<file path="src/rtl/cordic_iter_ctrl_pkg.sv">
// Shared CORDIC definitions: default sizing and the 2-bit encoding of the
// iteration sequencer states.
package cordic_iter_ctrl_pkg;

  localparam int NITER_DEF = 16;
  localparam int CW_DEF    = 4;
  localparam int ITER_LAST = NITER_DEF - 1;

  localparam logic [1:0] ST_IDLE = 2'd0;
  localparam logic [1:0] ST_LOAD = 2'd1;
  localparam logic [1:0] ST_RUN  = 2'd2;
  localparam logic [1:0] ST_DONE = 2'd3;

endpackage

</file>
<file path="src/rtl/cordic_iter_ctrl.sv">
// Sequencer for one CORDIC rotation: request handshake, NITER enabled
// iterations of the external counter/datapath, then result handshake.
module cordic_iter_ctrl
  import cordic_iter_ctrl_pkg::*;
#(
  parameter int NITER = NITER_DEF,
  parameter int CW    = CW_DEF
) (
  input  logic          clock,
  input  logic          reset,
  input  logic          req_valid,
  output logic          req_ready,
  input  logic          abort,
  input  logic [CW-1:0] iter_count,
  output logic          iter_start,
  output logic          iter_enable,
  output logic          dp_load,
  output logic          dp_en,
  output logic          iter_last,
  output logic          res_valid,
  input  logic          res_ready,
  output logic          busy,
  output logic          seq_error
);

  localparam logic [CW-1:0] LAST_CNT = CW'(NITER - 1);

  logic [1:0]    state;
  logic [1:0]    state_nx;
  logic [CW-1:0] shadow;
  logic          at_last;

  assign at_last = (shadow == LAST_CNT);

  // NOTE: every signal written here gets a default first, so no path can
  // leave it unassigned and infer a latch.
  always_comb begin
    state_nx = state;
    unique case (state)
      ST_IDLE: if (req_valid) state_nx = ST_LOAD;
      ST_LOAD: state_nx = abort ? ST_IDLE : ST_RUN;
      ST_RUN: begin
        if (abort)        state_nx = ST_IDLE;
        else if (at_last) state_nx = ST_DONE;
      end
      ST_DONE: if (res_ready) state_nx = ST_IDLE;
      default: state_nx = ST_IDLE;
    endcase
  end

  // Abort in LOAD/RUN clears the counter and withholds the micro-rotation.
  always_comb begin
    req_ready   = (state == ST_IDLE);
    busy        = (state == ST_LOAD) || (state == ST_RUN);
    dp_load     = (state == ST_LOAD);
    iter_enable = busy;
    iter_start  = (state == ST_LOAD) || (busy && abort);
    dp_en       = (state == ST_RUN) && !abort;
    iter_last   = (state == ST_RUN) && at_last && !abort;
    res_valid   = (state == ST_DONE);
  end

  // NOTE: state registers use non-blocking assignments so every flop samples
  // the pre-edge values of the others.
  always_ff @(posedge clock) begin
    if (!reset) begin
      state     <= ST_IDLE;
      shadow    <= '0;
      seq_error <= 1'b0;
    end else begin
      state <= state_nx;
      unique case (state)
        ST_IDLE: if (req_valid) seq_error <= 1'b0;
        ST_LOAD: shadow <= '0;
        ST_RUN: begin
          // Compares the pre-edge count, so the wrap on the last edge is legal.
          if (iter_count != shadow) seq_error <= 1'b1;
          shadow <= shadow + CW'(1);
        end
        default: ;
      endcase
    end
  end

endmodule

</file>
<file path="config.mk">
export PLATFORM = sky130hd
export DESIGN_NAME = cordic_iter_ctrl
export DESIGN_NICKNAME = d
export VERILOG_FILES = /design/src/rtl/cordic_iter_ctrl_pkg.sv /design/src/rtl/cordic_iter_ctrl.sv
export SDC_FILE = /design/constraint.sdc
export NUM_CORES = 1
export LEC_CHECK = 0
export CAP_MARGIN = 20
export CORE_UTILIZATION = 37
export CTS_CLUSTER_DIAMETER = 30
export DETAILED_ROUTE_END_ITERATION = 12
export PLACE_DENSITY_LB_ADDON = 0.2
export SYNTH_ARGS = -nofsm -noshare
export SYNTH_HDL_FRONTEND = slang
export SYNTH_SLANG_ARGS = --single-unit
</file>
<file path="constraint.sdc">
create_clock -name clock -period 1.3 [get_ports clock]
set_input_delay 0.26 -clock clock [delete_from_list [all_inputs] [get_ports clock]]
set_output_delay 0.26 -clock clock [all_outputs]
set_load 0.005 [all_outputs]
</file>
Fig. 1: run 1, cell area per tile
The die is cut into 8 by 8 equal tiles; white is low, dark blue is high, 0 to 100% covered.
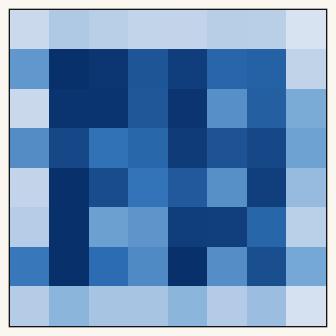
mean over tiles: 63%
fullest tile: 100%
densest ninth of the die: middle
tiles over 75% full: 44%

Fig. 2: run 1, placement view
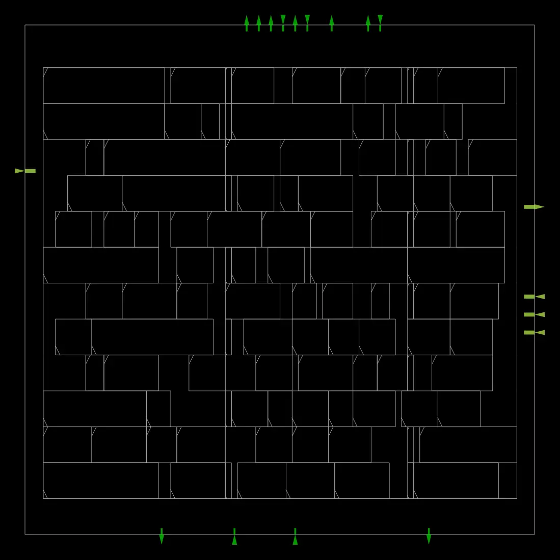
Well-Tap Cells: 14
register fraction of the total cell area: 15.6%

Fig. 3: run 1, routed clock nets over the placement
The bar under the picture is 10 um long.
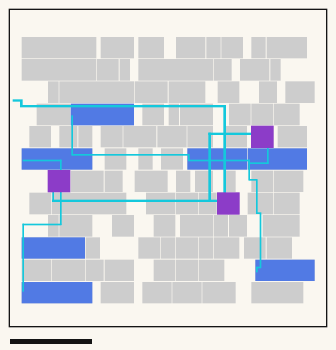
[flip-flops] blue | count: 7
[clock-net drivers] purple | count: 3
[clock wires] cyan | length: 156 um
routed clock nets: 4

==> summary.txt, run 1 <==
fresh numbers from the pnr run: outcome=complete, but fails checks, failing checks=negative setup slack, part of the Yosys area used for sequential elements=28.3%, Final Skew=0.00919 ns, GP Congestion=0.764, Register-to-Register Path Depth=6, CTS Root Cell=clkbuf_4, Initial DRC Count=12, Comb area share=44.0%, clk slew on worst S/H paths=0.06 ns, CTS max path bufs=2, CP cell instances=inv_4 > ha_4 > a21o_1 > buf_2, fin crit period=1.47 ns, final setup margin=-0.172 ns, Dominant comb cell=simple AND/OR/NAND/NOR gates, Crit path max-delay family=flip-flops, Lkg Pwr=0.433 nW, register area=150 um^2, top-count cell post-synth=dfxtp_1, Registers, synthesis=7, Placed Area=769 um^2, final wirelength=1840 um, final setup violation count=12, FMAX=680 MHz, Biggest Area Class=logic gates, Largest type area fraction=28.3%
-- run 1: cell usage in the layout, fill, tap and decap left out, types with 2 or more instances in the layout --
| cell type | n |
|---|---|
| ha_4 | 5 |
| mux2i_1 | 2 |
| buf_4 | 13 |
| o211ai_1 | 2 |
| dfxtp_1 | 3 |
| clkbuf_4 | 3 |
| buf_6 | 11 |
| nor2b_1 | 4 |
| dfxtp_2 | 2 |
| nand3_1 | 2 |
| xor2_1 | 4 |
| nand2_1 | 3 |
| clkdlybuf4s50_1 | 8 |
| dfxtp_4 | 2 |
| buf_2 | 4 |
| a21boi_1 | 2 |
| o31ai_1 | 2 |
-- run 1: power breakdown --
group          leakage (nW)  internal (mW)  switching, mW
clock network        0.0150          0.118         0.0936
logic                 0.359          0.157          0.105
registers            0.0591          0.219        0.00648
total                 0.433          0.494          0.205
Fig. 4: run 1, the metal 3 layer
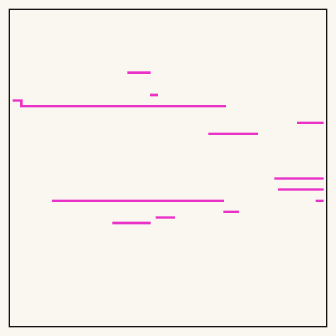

--- run 2 (diff from run 1) ---
--- a/config.mk
+++ b/config.mk
@@ -6,10 +6,13 @@
 export NUM_CORES = 1
 export LEC_CHECK = 0
 export CAP_MARGIN = 20
-export CORE_UTILIZATION = 37
+export CORE_AREA = 2 2 39 41
+export CTS_BUF_LIST = sky130_fd_sc_hd__clkbuf_8
 export CTS_CLUSTER_DIAMETER = 30
 export DETAILED_ROUTE_END_ITERATION = 12
+export DIE_AREA = 0 0 41 43
 export PLACE_DENSITY_LB_ADDON = 0.2
+export SLEW_MARGIN = 5
 export SYNTH_ARGS = -nofsm -noshare
 export SYNTH_HDL_FRONTEND = slang
 export SYNTH_SLANG_ARGS = --single-unit
Fig. 5: run 2, the metal 3 layer
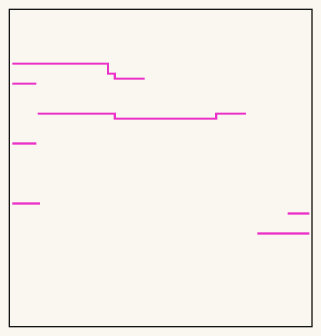
wire length on this layer: 68.0 um
main direction: horizontal
nets with wire on the layer: 7
share of all routed wire: 4.9%
longest straight run: 13.8 um

==> summary.txt, run 2 <==
fresh numbers from the pnr run: Largest type area fraction=28.3%, Biggest Area Class=logic gates, register area=145 um^2, Sw Share=25.2%, final wirelength=1400 um, Pwr top=clock, Register-to-Register Path Depth=6, Crit path max-delay family=flip-flops, outcome=complete, but fails checks, final setup margin=-0.0868 ns, most instantiated logic cell after routing=buf_4, final setup violation count=7, cell internal pwr=0.551 mW, fin crit period=1.39 ns, Final Skew=0.00318 ns, switching power=0.186 mW, CTS Root Cell=clkbuf_8, most frequent cells in the layout=buf_4, buf_6, clkdlybuf4s50_1, Placed Area=779 um^2, failing checks=negative setup slack, Registers, synthesis=7, Initial DRC Count=0, register fraction of the total cell area=15.1%
Fig. 6: run 2, placement view
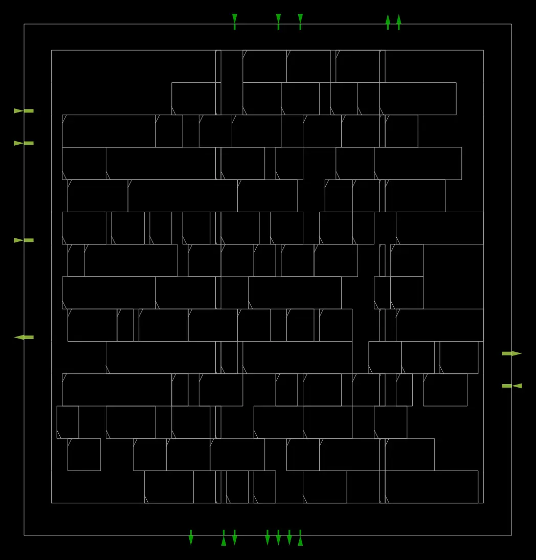
layout filler cell count: 118
filler-free cell count of the finished design: 106

## run 2: cell counts after synthesis
Identical to the previous run, type by type.
## run 2: worst reg2reg max path: stages (launching register included)
cell and delay, ns:
dfxtp_2 0.32, buf_6 0.12, ha_4 0.15, nor2b_4 0.13, buf_6 0.12, a211o_1 0.27
mux2i_1 0.13
## run 2: cells by family after synthesis
| group | after synthesis | synth area share (%) |
|---|---|---|
| compound gates | 11 | 16.2 |
| xor+xnor | 4 | 7.07 |
| buf+inv | 5 | 6.06 |
| simple gates | 21 | 25.8 |
| fa+ha+maj | 5 | 12.6 |
| mux | 2 | 4.04 |
| flops | 7 | 28.3 |
## run 2: metrics by stage
stage,cells,hold slack (ns)
after global placement,100,0.471
after global routing,106,0.519
final,106,0.483
after CTS,106,0.490
after floorplan,55,0.460
after detailed placement,100,0.487
Power is estimated from default activity; no workload was simulated.
